==> run_1/closeup.png <==
Region (16, 73) to (41, 98) um. Cells in grey, sequential cells in the stronger grey; small squares are vias.
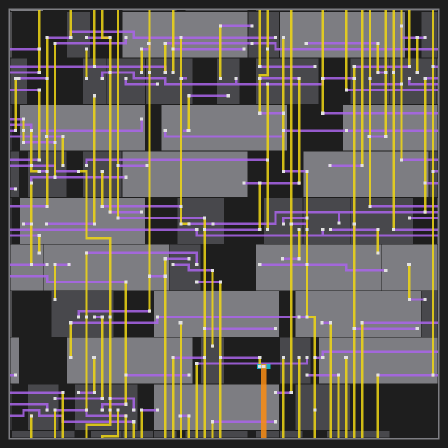
==> run_1/congestion_map.png <==
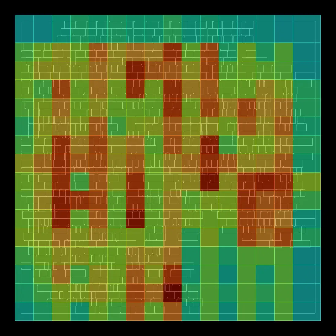
==> run_1/class_map.png <==
Drawn at 3 px/um.
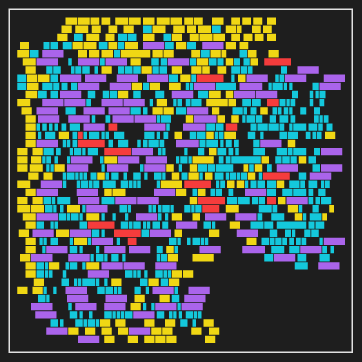
$ cat config.mk
export PLATFORM = sky130hd
export DESIGN_NAME = newton_sequencer
export DESIGN_NICKNAME = d
export VERILOG_FILES = /design/src/rtl/newton_pkg.sv /design/src/rtl/step_watchdog.sv /design/src/rtl/newton_sequencer.sv
export SDC_FILE = /design/constraint.sdc
export NUM_CORES = 1
export LEC_CHECK = 0
export CORE_MARGIN = 2
export CORE_UTILIZATION = 42
export DETAILED_ROUTE_END_ITERATION = 8
export GPL_ROUTABILITY_DRIVEN = 0
export PLACE_DENSITY = 0.77
export SETUP_SLACK_MARGIN = 0.15
export SLEW_MARGIN = 20
export SYNTH_ARGS = -nofsm -noshare
export SYNTH_HDL_FRONTEND = slang
export SYNTH_HIERARCHICAL = 1
export SYNTH_SLANG_ARGS = --single-unit
$ cat constraint.sdc
create_clock -name clk -period 2.08 [get_ports clk]
set_input_delay 0.52 -clock clk [delete_from_list [all_inputs] [get_ports clk]]
set_output_delay 0.52 -clock clk [all_outputs]
set_load 0.02 [all_outputs]
$ cat src/rtl/newton_pkg.sv
// Shared state encoding, error codes and display masks for the Newton
// root-finder control path.
package newton_pkg;

    typedef enum logic [2:0] {
        StGetA,
        StGetB,
        StGetC,
        StGetX,
        StCheck,
        StStep,
        StWait,
        StEmit
    } state_e;

    localparam logic [1:0] ERR_OK      = 2'd0;
    localparam logic [1:0] ERR_DEGEN   = 2'd1;
    localparam logic [1:0] ERR_ITER    = 2'd2;
    localparam logic [1:0] ERR_TIMEOUT = 2'd3;

    localparam logic [7:0] AN_OK   = 8'hFE;
    localparam logic [7:0] AN_ERR  = 8'h00;
    localparam logic [7:0] AN_IDLE = 8'hFF;

endpackage

$ cat src/rtl/step_watchdog.sv
// Saturating per-step cycle counter; expired_o flags that Limit-1 cycles have
// elapsed since the last clear.
module step_watchdog #(
    parameter int unsigned Limit = 1024
) (
    input  logic clk_i,
    input  logic rst_ni,
    input  logic clr_i,
    input  logic en_i,
    output logic expired_o
);

    localparam int unsigned     CntW   = (Limit > 2) ? $clog2(Limit) : 1;
    localparam logic [CntW-1:0] CntMax = CntW'(Limit - 1);

    logic [CntW-1:0] cnt_d, cnt_q;

    always_comb begin
        cnt_d = cnt_q;
        if (clr_i) begin
            cnt_d = '0;
        end else if (en_i && (cnt_q != CntMax)) begin
            cnt_d = cnt_q + CntW'(1);
        end
    end

    always_ff @(posedge clk_i) begin
        if (!rst_ni) begin
            cnt_q <= '0;
        end else begin
            cnt_q <= cnt_d;
        end
    end

    assign expired_o = (cnt_q == CntMax);

endmodule

$ cat src/rtl/newton_sequencer.sv
// Control FSM: gathers a, b, c, x0 from the UART stream, steps the Newton
// solver under an iteration budget and watchdog, and hands back root or error.
module newton_sequencer
    import newton_pkg::*;
#(
    parameter int unsigned DATA_W       = 16,
    parameter int unsigned MAX_ITER     = 32,
    parameter int unsigned STEP_TIMEOUT = 1024
) (
    input  logic              clk,
    input  logic              reset,
    input  logic              in_valid,
    input  logic [DATA_W-1:0] in_data,
    output logic [DATA_W-1:0] slv_a,
    output logic [DATA_W-1:0] slv_b,
    output logic [DATA_W-1:0] slv_c,
    output logic [DATA_W-1:0] slv_x,
    output logic              slv_step,
    input  logic              slv_done,
    input  logic [DATA_W-1:0] slv_new_x,
    input  logic              slv_conv,
    output logic              out_valid,
    input  logic              out_ready,
    output logic [DATA_W-1:0] out_data,
    output logic [1:0]        out_error,
    output logic [31:0]       disp_number,
    output logic [7:0]        disp_an_mask,
    output logic              busy
);

    localparam logic [7:0] MaxIter = 8'(MAX_ITER);

    state_e            state_d, state_q;
    logic [DATA_W-1:0] a_d, a_q, b_d, b_q, c_d, c_q, x_d, x_q;
    logic [7:0]        iter_d, iter_q;
    logic [1:0]        err_d, err_q;
    logic [31:0]       disp_number_d, disp_number_q;
    logic [7:0]        disp_an_mask_d, disp_an_mask_q;
    logic              wd_expired;

    step_watchdog #(
        .Limit (STEP_TIMEOUT)
    ) u_step_watchdog (
        .clk_i     (clk),
        .rst_ni    (reset),
        .clr_i     (state_q == StStep),
        .en_i      (state_q == StWait),
        .expired_o (wd_expired)
    );

    always_ff @(posedge clk) begin
        if (!reset) begin
            state_q        <= StGetA;
            a_q            <= '0;
            b_q            <= '0;
            c_q            <= '0;
            x_q            <= '0;
            iter_q         <= '0;
            err_q          <= ERR_OK;
            disp_number_q  <= '0;
            disp_an_mask_q <= AN_IDLE;
        end else begin
            state_q        <= state_d;
            a_q            <= a_d;
            b_q            <= b_d;
            c_q            <= c_d;
            x_q            <= x_d;
            iter_q         <= iter_d;
            err_q          <= err_d;
            disp_number_q  <= disp_number_d;
            disp_an_mask_q <= disp_an_mask_d;
        end
    end

    always_comb begin
        state_d        = state_q;
        a_d            = a_q;
        b_d            = b_q;
        c_d            = c_q;
        x_d            = x_q;
        iter_d         = iter_q;
        err_d          = err_q;
        disp_number_d  = disp_number_q;
        disp_an_mask_d = disp_an_mask_q;
        unique case (state_q)
            StGetA: if (in_valid) begin a_d = in_data; state_d = StGetB; end
            StGetB: if (in_valid) begin b_d = in_data; state_d = StGetC; end
            StGetC: if (in_valid) begin c_d = in_data; state_d = StGetX; end
            StGetX: if (in_valid) begin x_d = in_data; state_d = StCheck; end
            StCheck: begin
                if ((a_q == '0) && (b_q == '0)) begin
                    err_d   = ERR_DEGEN;
                    state_d = StEmit;
                end else begin
                    iter_d  = '0;
                    state_d = StStep;
                end
            end
            StStep: state_d = StWait;
            StWait: begin
                // A result arriving on the timeout cycle still counts.
                if (slv_done) begin
                    x_d    = slv_new_x;
                    iter_d = iter_q + 8'd1;
                    if (slv_conv) begin
                        err_d   = ERR_OK;
                        state_d = StEmit;
                    end else if ((iter_q + 8'd1) == MaxIter) begin
                        err_d   = ERR_ITER;
                        state_d = StEmit;
                    end else begin
                        state_d = StStep;
                    end
                end else if (wd_expired) begin
                    err_d   = ERR_TIMEOUT;
                    state_d = StEmit;
                end
            end
            StEmit: begin
                if (out_ready) begin
                    disp_number_d  = 32'($signed(out_data));
                    disp_an_mask_d = (err_q == ERR_OK) ? AN_OK : AN_ERR;
                    state_d        = StGetA;
                end
            end
            default: state_d = StGetA;
        endcase
    end

    always_comb begin
        out_valid    = (state_q == StEmit);
        out_error    = out_valid ? err_q : ERR_OK;
        out_data     = (out_valid && (err_q == ERR_OK)) ? x_q : '0;
        slv_step     = (state_q == StStep);
        busy         = (state_q != StGetA);
        slv_a        = a_q;
        slv_b        = b_q;
        slv_c        = c_q;
        slv_x        = x_q;
        disp_number  = disp_number_q;
        disp_an_mask = disp_an_mask_q;
    end

endmodule

==> flow_summary.json, run 1 <==
{
  "pre_cts_slack_ps": -93.5,
  "power_leader": "sequential cells",
  "critPathArrivalTime_ps": 1600,
  "ys_cells": 606,
  "synth_flops": 105,
  "viasPerCell": 5.48,
  "crit_buf_inv": 3,
  "comb_power_share": 0.119,
  "clock_sinks": 105,
  "endpoint_kind": "output pin",
  "postCtsSetupBuffers": 2,
  "gr-total-overflow": 0,
  "clock-skew-final_ps": 8.52,
  "dr_wl_met3_um": 870,
  "required_ps": 1560,
  "numPortBuffers": 162,
  "layout.nets": 798,
  "diodes": 0,
  "ios": 163,
  "fmax_mhz": 473,
  "enable_flop_cells": 0,
  "layout_setup_ws_ps": -35.0,
  "hold_path.class": "flop to flop",
  "critical_path_class": "flop to output pin",
  "lay_top_count": "nand2_1",
  "drt_iter0_markers": 352,
  "worst_r2r_endpoint": "state_q[1]",
  "worst_slew_margin_rel": 0.764,
  "die_y_um": 114,
  "pg_comb_uw": 511,
  "synth_area_um2": 5070,
  "worstSetupStartpointType": "flop",
  "slowest_stage": "dfxtp_2",
  "dp_hpwl_mm": 11.0,
  "yosysMostFrequentCell": "nand2_1",
  "syn_inst": 606,
  "syn_to_final_growth_pct": 44.5,
  "yosys-stat-area_um2": 5070,
  "wl_met1_mm": 6.49,
  "rr_worst_depth": 8,
  "finalHoldViolCount": 0,
  "dp_cells": 887,
  "power_uw": 4280,
  "initCoreUtil": 0.426,
  "min_from": "slv_c[6]",
  "cap_viol_max_count": 0,
  "cts-root-buf": "clkbuf_16",
  "top_area_cell": "dfxtp_1",
  "p_clk_frac": 0.392,
  "grt_pass1_vias": 4736,
  "top_layer": "met4",
  "worstHoldPathCells": 2,
  "track_usage": 0.230,
  "worstSetupPathDepth": 6,
  "setup_violations": 16,
  "peakVddDrop_v": 0.000349,
  "clk_path_buf_depth": 2,
  "rsz0062_at_grt": "true",
  "final_cells": 909,
  "worst_pin_slew_ps": 350,
  "status": "complete, but fails checks",
  "yosysUniqueCellTypes": 59,
  "p_leak_uw": 0.00332,
  "grt_pass1_wl_mm": 24.1,
  "fp_nets": 647,
  "clock_latency_ps": 350,
  "switchingPower_uw": 1140,
  "placed_area_um2": 6840,
  "ys.flop_type": "dfxtp_1",
  "numCtsBuffers": 9,
  "top_area_frac": 0.415,
  "cts_tree": "yes",
  "drv_slew": 0,
  "pg_clk_uw": 1680,
  "period_used_share": 1.02,
  "holdWs_ps": 464,
  "chip_area_um2": 13000,
  "yosys_warnings": 6,
  "hold_buffers": 0,
  "cp_slowest_stage_delay_ps": 330,
  "failed_checks": "setup timing",
  "rrSetupSlack_ps": 230,
  "post_cts_resized": 157,
  "p_per_area_nw_per_um2": 584,
  "fin_crit_ps": 2120,
  "path_delay_family": "simple AND/OR/NAND/NOR gates",
  "critPathLaunch": "state_q[0]",
  "reg2reg_from": "u_step_watchdog/cnt_q[3]",
  "synth.area.top_cells": "dfxtp_1 41%, nand2_1 11%, a21boi_0 7.1%, buf_4 3.3%, o211a_1 3.2%",
  "synth_area_per_cell_um2": 8.36,
  "firstDrtPassIters": 5,
  "pwr-share-seq": 0.489,
  "cp_max_fo": 8,
  "p_seq_uw": 2090,
  "top_cells_by_count": "151 x nand2_1, 105 x dfxtp_1, 48 x a21boi_0, 27 x nand3_1, 25 x clkbuf_1",
  "p_sw_frac": 0.266,
  "antenna_found_initial": 0,
  "layout_top_cells": "150 x nand2_1, 100 x dfxtp_1, 90 x clkdlybuf4s50_1",
  "warning_count": 29,
  "async_flop_share": 0,
  "drive_gt1_frac": 0.171,
  "worstHoldEndpoint": "slv_c[6]",
  "intPower_uw": 3140
}
-- closeup.png (at the start) --
colour	layer
yellow	M2
purple	M1
orange	M4
cyan	M3
sequential cells in the window	15
netlist names of flops here include	disp_number (7), slv_x (6), disp_an_mask (2)
most frequent	dfxtp_1 (15), nor2b_1 (5)
cells with their middle in the window	37

-- congestion_map.png (at the start) --
most used routing layer: met2
met1 usage: 0.295
GR met3 Demand/Resource: 0.0499
GR Util met2: 0.388
DR WL/cell: 16.8 um

-- class_map.png (at the start) --
colour	class	cells
yellow	remaining buffers and delay cells	204
cyan	remaining logic cells	437
purple	sequential cells	105
red	clock drivers and dummy loads	16
core area: 11,900 um2
design area: 7320 um2
row count: 40
final core utilization: 0.615

[run 1: layout make-up]
| type | count | area [um2] |
|---|---|---|
| inverter | 7 | 26.3 |
| clock inverter | 7 | 70.1 |
| tap | 147 | 184 |
| timing repair buffer | 204 | 2040 |
| sequential | 105 | 2110 |
| fill | 1003 | 4590 |
| multi-input combinational | 430 | 2670 |
| clock buffer | 9 | 225 |
[run 1: logic make-up (layout without fill, tap and decap cells)]
group,after synthesis,in the layout,share of synthesized area
compound gates,142,142,0.219
xor+xnor,2,2,0.00346
fa+ha+maj,3,3,0.00741
buf+inv,71,227,0.0797
flops,105,105,0.415
mux,3,3,0.00592
simple gates,280,280,0.270
==> run 2, diff against run 1 <==
--- a/config.mk
+++ b/config.mk
@@ -11,7 +11,7 @@
 export GPL_ROUTABILITY_DRIVEN = 0
 export PLACE_DENSITY = 0.77
 export SETUP_SLACK_MARGIN = 0.15
-export SLEW_MARGIN = 20
+export SLEW_MARGIN = 10
 export SYNTH_ARGS = -nofsm -noshare
 export SYNTH_HDL_FRONTEND = slang
 export SYNTH_HIERARCHICAL = 1
==> run_2/closeup.png <==
Region (16, 73) to (41, 98) um. Cells in grey, sequential cells in the stronger grey; small squares are vias.
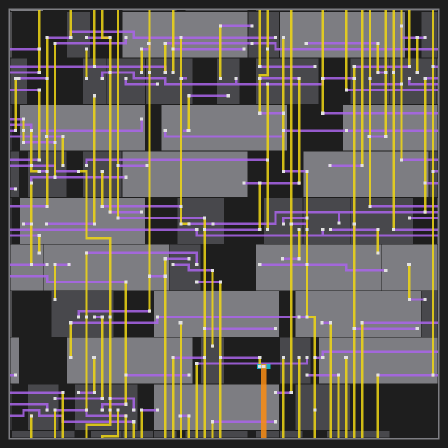
colour	layer
yellow	M2
purple	M1
orange	M4
cyan	M3
netlist names of flops here include	disp_number (7), slv_x (6), disp_an_mask (2)
most frequent	dfxtp_1 (15), nor2b_1 (5)
cells with their middle in the window	37
sequential cells in the window	15

==> flow_summary.json, run 2 <==
{
  "status": "complete, but fails checks",
  "failed_checks": "setup timing",
  "yosys-stat-area_um2": 5070,
  "yosys_warnings": 6,
  "gr-usage-met2": 0.388,
  "ys_cells": 606,
  "drive_gt1_frac": 0.171,
  "layout_top_cells": "150 x nand2_1, 100 x dfxtp_1, 90 x clkdlybuf4s50_1",
  "rrSetupSlack_ps": 230,
  "logic_gate_count": 430,
  "critPathLaunch": "state_q[0]",
  "worst_slew_margin_rel": 0.764,
  "worst_r2r_endpoint": "state_q[1]",
  "die_y_um": 114,
  "yosysMostFrequentCell": "nand2_1",
  "clock-skew-final_ps": 8.52,
  "layout.nets": 798,
  "grt_pass1_vias": 4736,
  "yosysUniqueCellTypes": 59,
  "ys.flop_type": "dfxtp_1",
  "seq_cell_count": 105,
  "regArea_um2": 2110,
  "rsz0062_at_grt": "true",
  "top_cells_by_count": "151 x nand2_1, 105 x dfxtp_1, 48 x a21boi_0, 27 x nand3_1, 25 x clkbuf_1",
  "largest_cell_class": "combinational gates",
  "lay_top_count": "nand2_1",
  "fillCellCount": 1003,
  "layout_setup_ws_ps": -35.0,
  "dr_wl_met3_um": 870,
  "simple_gate_share": 0.270,
  "drt_iter0_markers": 352,
  "ys_sh_mux": 0.00592,
  "worstSetupPathDepth": 6,
  "warning_count": 29,
  "num-clock-buffers": 9,
  "numCtsBuffers": 9,
  "cts-root-buf": "clkbuf_16",
  "synth.area.top_cells": "dfxtp_1 41%, nand2_1 11%, a21boi_0 7.1%, buf_4 3.3%, o211a_1 3.2%",
  "setup_violations": 16,
  "gr-total-overflow": 0,
  "seq_area_frac": 0.288,
  "compound_area_frac": 0.219,
  "antenna_found_initial": 0,
  "wl_per_cell_um": 16.8,
  "path_delay_family": "simple AND/OR/NAND/NOR gates",
  "fmax_mhz": 473,
  "p_per_area_nw_per_um2": 584,
  "rr_worst_depth": 8,
  "synth_area_um2": 5070,
  "numPortBuffers": 162,
  "min_from": "slv_c[6]",
  "enable_flop_cells": 0,
  "wl_met1_mm": 6.49,
  "chip_area_um2": 13000,
  "grt_util_met1": 0.295,
  "worst_pin_slew_ps": 350,
  "peakVddDrop_v": 0.000349,
  "required_ps": 1560,
  "hold_buffers": 0,
  "worstHoldPathCells": 2,
  "firstDrtPassIters": 5,
  "comb_share": 0.365,
  "critical_path_class": "flop to output pin",
  "slowest_stage": "dfxtp_2",
  "placed_area_um2": 6840,
  "endpoint_kind": "output pin",
  "finalHoldViolCount": 0,
  "clock_latency_ps": 350,
  "clk_share": 0.0403,
  "async_flop_share": 0,
  "cp_slowest_stage_delay_ps": 330,
  "fin_crit_ps": 2120,
  "cp_max_fo": 8,
  "grt_pass1_wl_mm": 24.1,
  "n_all_inverters": 7,
  "top_layer": "met4",
  "dp_hpwl_mm": 11.0,
  "clk_path_buf_depth": 2,
  "worstSetupStartpointType": "flop",
  "grt-busiest-layer": "met2",
  "core_area_um2": 11900,
  "crit_buf_inv": 3,
  "worstHoldEndpoint": "slv_c[6]",
  "nonClkBufAreaFrac": 0.278,
  "syn_inst": 606,
  "reg2reg_from": "u_step_watchdog/cnt_q[3]",
  "critPathArrivalTime_ps": 1600,
  "drv_slew": 0,
  "ys_sh_adder": 0.00741,
  "initCoreUtil": 0.426,
  "track_usage": 0.230,
  "clock_sinks": 105,
  "p_leak_uw": 0.00332,
  "top_area_cell": "dfxtp_1",
  "fp_nets": 647,
  "hold_path.class": "flop to flop",
  "synth.logic.top_family": "simple AND/OR/NAND/NOR gates",
  "logic_area_um2": 2670,
  "period_used_share": 1.02,
  "synth_area_per_cell_um2": 8.36,
  "grtUsageMet3": 0.0499
}
==> run_2/sizing.png <==
Drawn at 3 px/um.
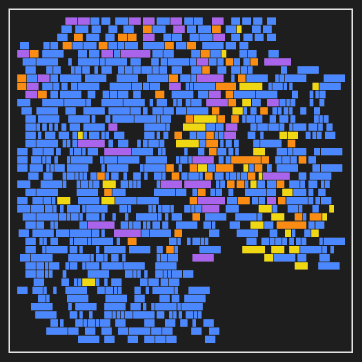
colour	size	cells	share
orange	x3 and x4	59	7.7%
blue	x1 and smaller	632	83%
yellow	x2	34	4.5%
purple	x6 and larger	37	4.9%
bufs w/o clock: 204
Area Overhead vs Synth: 44.5%

run 2: repair_timing:
action / 4_1_cts / 5_1_grt
gates cloned: 1 / 0
endpoints found under the setup margin: 47 / 51
gates resized: 157 / 41
pin swaps: 1 / 3
setup buffers: 2 / 3
run 2: power breakdown:
group          total [uW]  leakage (uW)  internal, uW  switching [uW]
sequential           2090      0.000852          2050            39.2
clock                1680      0.000147           849             828
combinational         511       0.00232           241             270
run 2: stage by stage:
stage	hold slack, ps	utilization	std cells	setup WS (ps)	power (uW)
after floorplan	440	-	606	175	2350
after global placement	435	0.574	887	-25.8	2610
after detailed placement	456	0.574	887	-93.5	2620
after CTS	468	0.604	906	-22.4	4290
after global routing	499	0.615	909	-78.0	4450
final	464	0.615	909	-35.0	4280
==> run 3, diff against run 2 <==
--- a/config.mk
+++ b/config.mk
@@ -5,6 +5,7 @@
 export SDC_FILE = /design/constraint.sdc
 export NUM_CORES = 1
 export LEC_CHECK = 0
+export ABC_AREA = 0
 export CORE_MARGIN = 2
 export CORE_UTILIZATION = 42
 export DETAILED_ROUTE_END_ITERATION = 8
==> run_3/closeup.png <==
Region (16, 73) to (41, 98) um. Cells in grey, sequential cells in the stronger grey; small squares are vias.
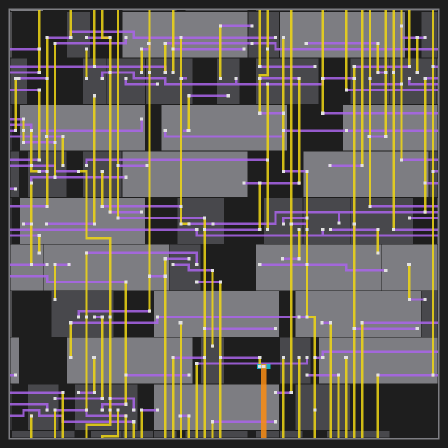
colour	layer
yellow	M2
cyan	M3
purple	M1
orange	M4
netlist names of flops here include	disp_number (7), slv_x (6), disp_an_mask (2)
cells with their middle in the window	37
most frequent	dfxtp_1 (15), nor2b_1 (5)
sequential cells in the window	15

==> run_3/m1.png <==
Drawn at 4 px/um.
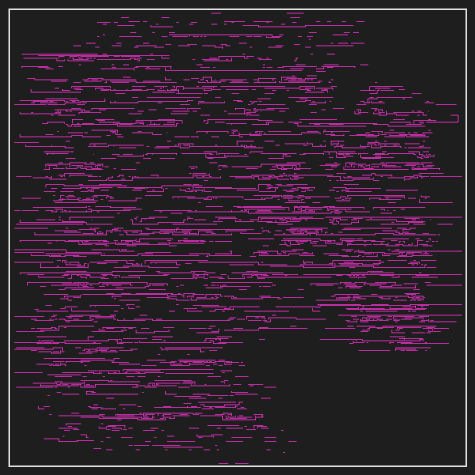
main direction	horizontal
longest straight run	39.6 um
share of all routed wire	42%
final wirelength: 15.3 mm
Vias: 4,985

==> flow_summary.json, run 3 <==
{
  "status": "complete, but fails checks",
  "failed_checks": "setup timing",
  "layout_setup_ws_ps": -35.0,
  "synth_area_per_cell_um2": 8.36,
  "core_area_um2": 11900,
  "ys_cells": 606,
  "fp_nets": 647,
  "crit_buf_inv": 3,
  "grtUsageMet3": 0.0499,
  "ys_sh_adder": 0.00741,
  "fin_crit_ps": 2120,
  "power_leader": "sequential cells",
  "period_used_share": 1.02,
  "pg_clk_uw": 1680,
  "p_clk_frac": 0.392,
  "worstHoldPathCells": 2,
  "pre_cts_slack_ps": -93.5,
  "initCoreUtil": 0.426,
  "pwr-share-seq": 0.489,
  "hold_path.class": "flop to flop",
  "lay_top_count": "nand2_1",
  "fmax_mhz": 473,
  "warning_count": 29,
  "enable_flop_cells": 0,
  "compound_area_frac": 0.219,
  "rsz0062_at_grt": "true",
  "rrSetupSlack_ps": 230,
  "path_delay_family": "simple AND/OR/NAND/NOR gates",
  "required_ps": 1560,
  "gr-usage-met2": 0.388,
  "synth_area_um2": 5070,
  "top_cells_by_count": "151 x nand2_1, 105 x dfxtp_1, 48 x a21boi_0, 27 x nand3_1, 25 x clkbuf_1",
  "ys.flop_type": "dfxtp_1",
  "p_seq_uw": 2090,
  "drt_iter0_markers": 352,
  "comb_power_share": 0.119,
  "reg2reg_from": "u_step_watchdog/cnt_q[3]",
  "rr_worst_depth": 8,
  "yosys-stat-area_um2": 5070,
  "gr-total-overflow": 0,
  "simple_gate_share": 0.270,
  "synth.logic.top_family": "simple AND/OR/NAND/NOR gates",
  "die_w_um": 114,
  "drv_slew": 0,
  "antenna_found_initial": 0,
  "syn_inst": 606,
  "final_cells": 909,
  "grt_pass1_vias": 4736,
  "postCtsSetupBuffers": 2,
  "track_usage": 0.230,
  "syn_to_final_growth_pct": 44.5,
  "layout.nets": 798,
  "synth.area.top_cells": "dfxtp_1 41%, nand2_1 11%, a21boi_0 7.1%, buf_4 3.3%, o211a_1 3.2%",
  "hold_buffers": 0,
  "slowest_stage": "dfxtp_2",
  "numCtsBuffers": 9,
  "layout_top_cells": "150 x nand2_1, 100 x dfxtp_1, 90 x clkdlybuf4s50_1",
  "setup_violations": 16,
  "intPower_uw": 3140,
  "clk_path_buf_depth": 2,
  "worstSetupStartpointType": "flop",
  "power_uw": 4280,
  "placed_area_um2": 6840,
  "drive_gt1_frac": 0.171,
  "worst_slew_margin_rel": 0.764,
  "top_layer": "met4",
  "peakVddDrop_v": 0.000349,
  "clock_sinks": 105,
  "wl_per_cell_um": 16.8,
  "cts-root-buf": "clkbuf_16",
  "worst_pin_slew_ps": 350,
  "grt-busiest-layer": "met2",
  "p_per_area_nw_per_um2": 584,
  "firstDrtPassIters": 5,
  "crit_path_cell_trace": "and3_4 -> nor3b_4 -> buf_4 -> buf_12 -> and2_4 -> buf_6",
  "pg_comb_uw": 511,
  "grt_pass1_wl_mm": 24.1,
  "switchingPower_uw": 1140,
  "chip_area_um2": 13000,
  "cp_slowest_stage_delay_ps": 330,
  "holdWs_ps": 464,
  "die_y_um": 114,
  "final_core_util": 0.615,
  "cp_max_fo": 8,
  "numPortBuffers": 162,
  "clock-skew-final_ps": 8.52,
  "dr_wl_met3_um": 870,
  "endpoint_kind": "output pin",
  "yosysMostFrequentCell": "nand2_1",
  "min_from": "slv_c[6]",
  "finalHoldViolCount": 0,
  "wl_met2_mm": 7.56,
  "dp_cells": 887,
  "p_sw_frac": 0.266,
  "clock_latency_ps": 350,
  "post_cts_resized": 157
}
## run 3: cell counts after synthesis
No cell type changed its count.
## run 3: how the worst max path moves through the flow
stage                           from          end  slack [ps]  cells past startpoint
final                     state_q[0]  out_data[2]         -40                      6
after global routing      state_q[1]  out_data[2]         -80                      6
after CTS                 state_q[2]  out_data[9]         -20                      6
after detailed placement  state_q[2]  out_data[3]         -90                      5
after global placement    state_q[2]  out_data[5]         -30                      5
after floorplan           state_q[1]  out_data[0]         170                      5
## run 3: area by class of cell
cell class | instances | area [um2]
Clock buffer | 9 | 225
Clock inverter | 7 | 70.1
Fill cell | 1003 | 4590
Inverter | 7 | 26.3
Multi-Input combinational cell | 430 | 2670
Sequential cell | 105 | 2110
Tap cell | 147 | 184
Timing Repair Buffer | 204 | 2040
Power figures rest on the tool's default switching activity, not on a simulated workload.
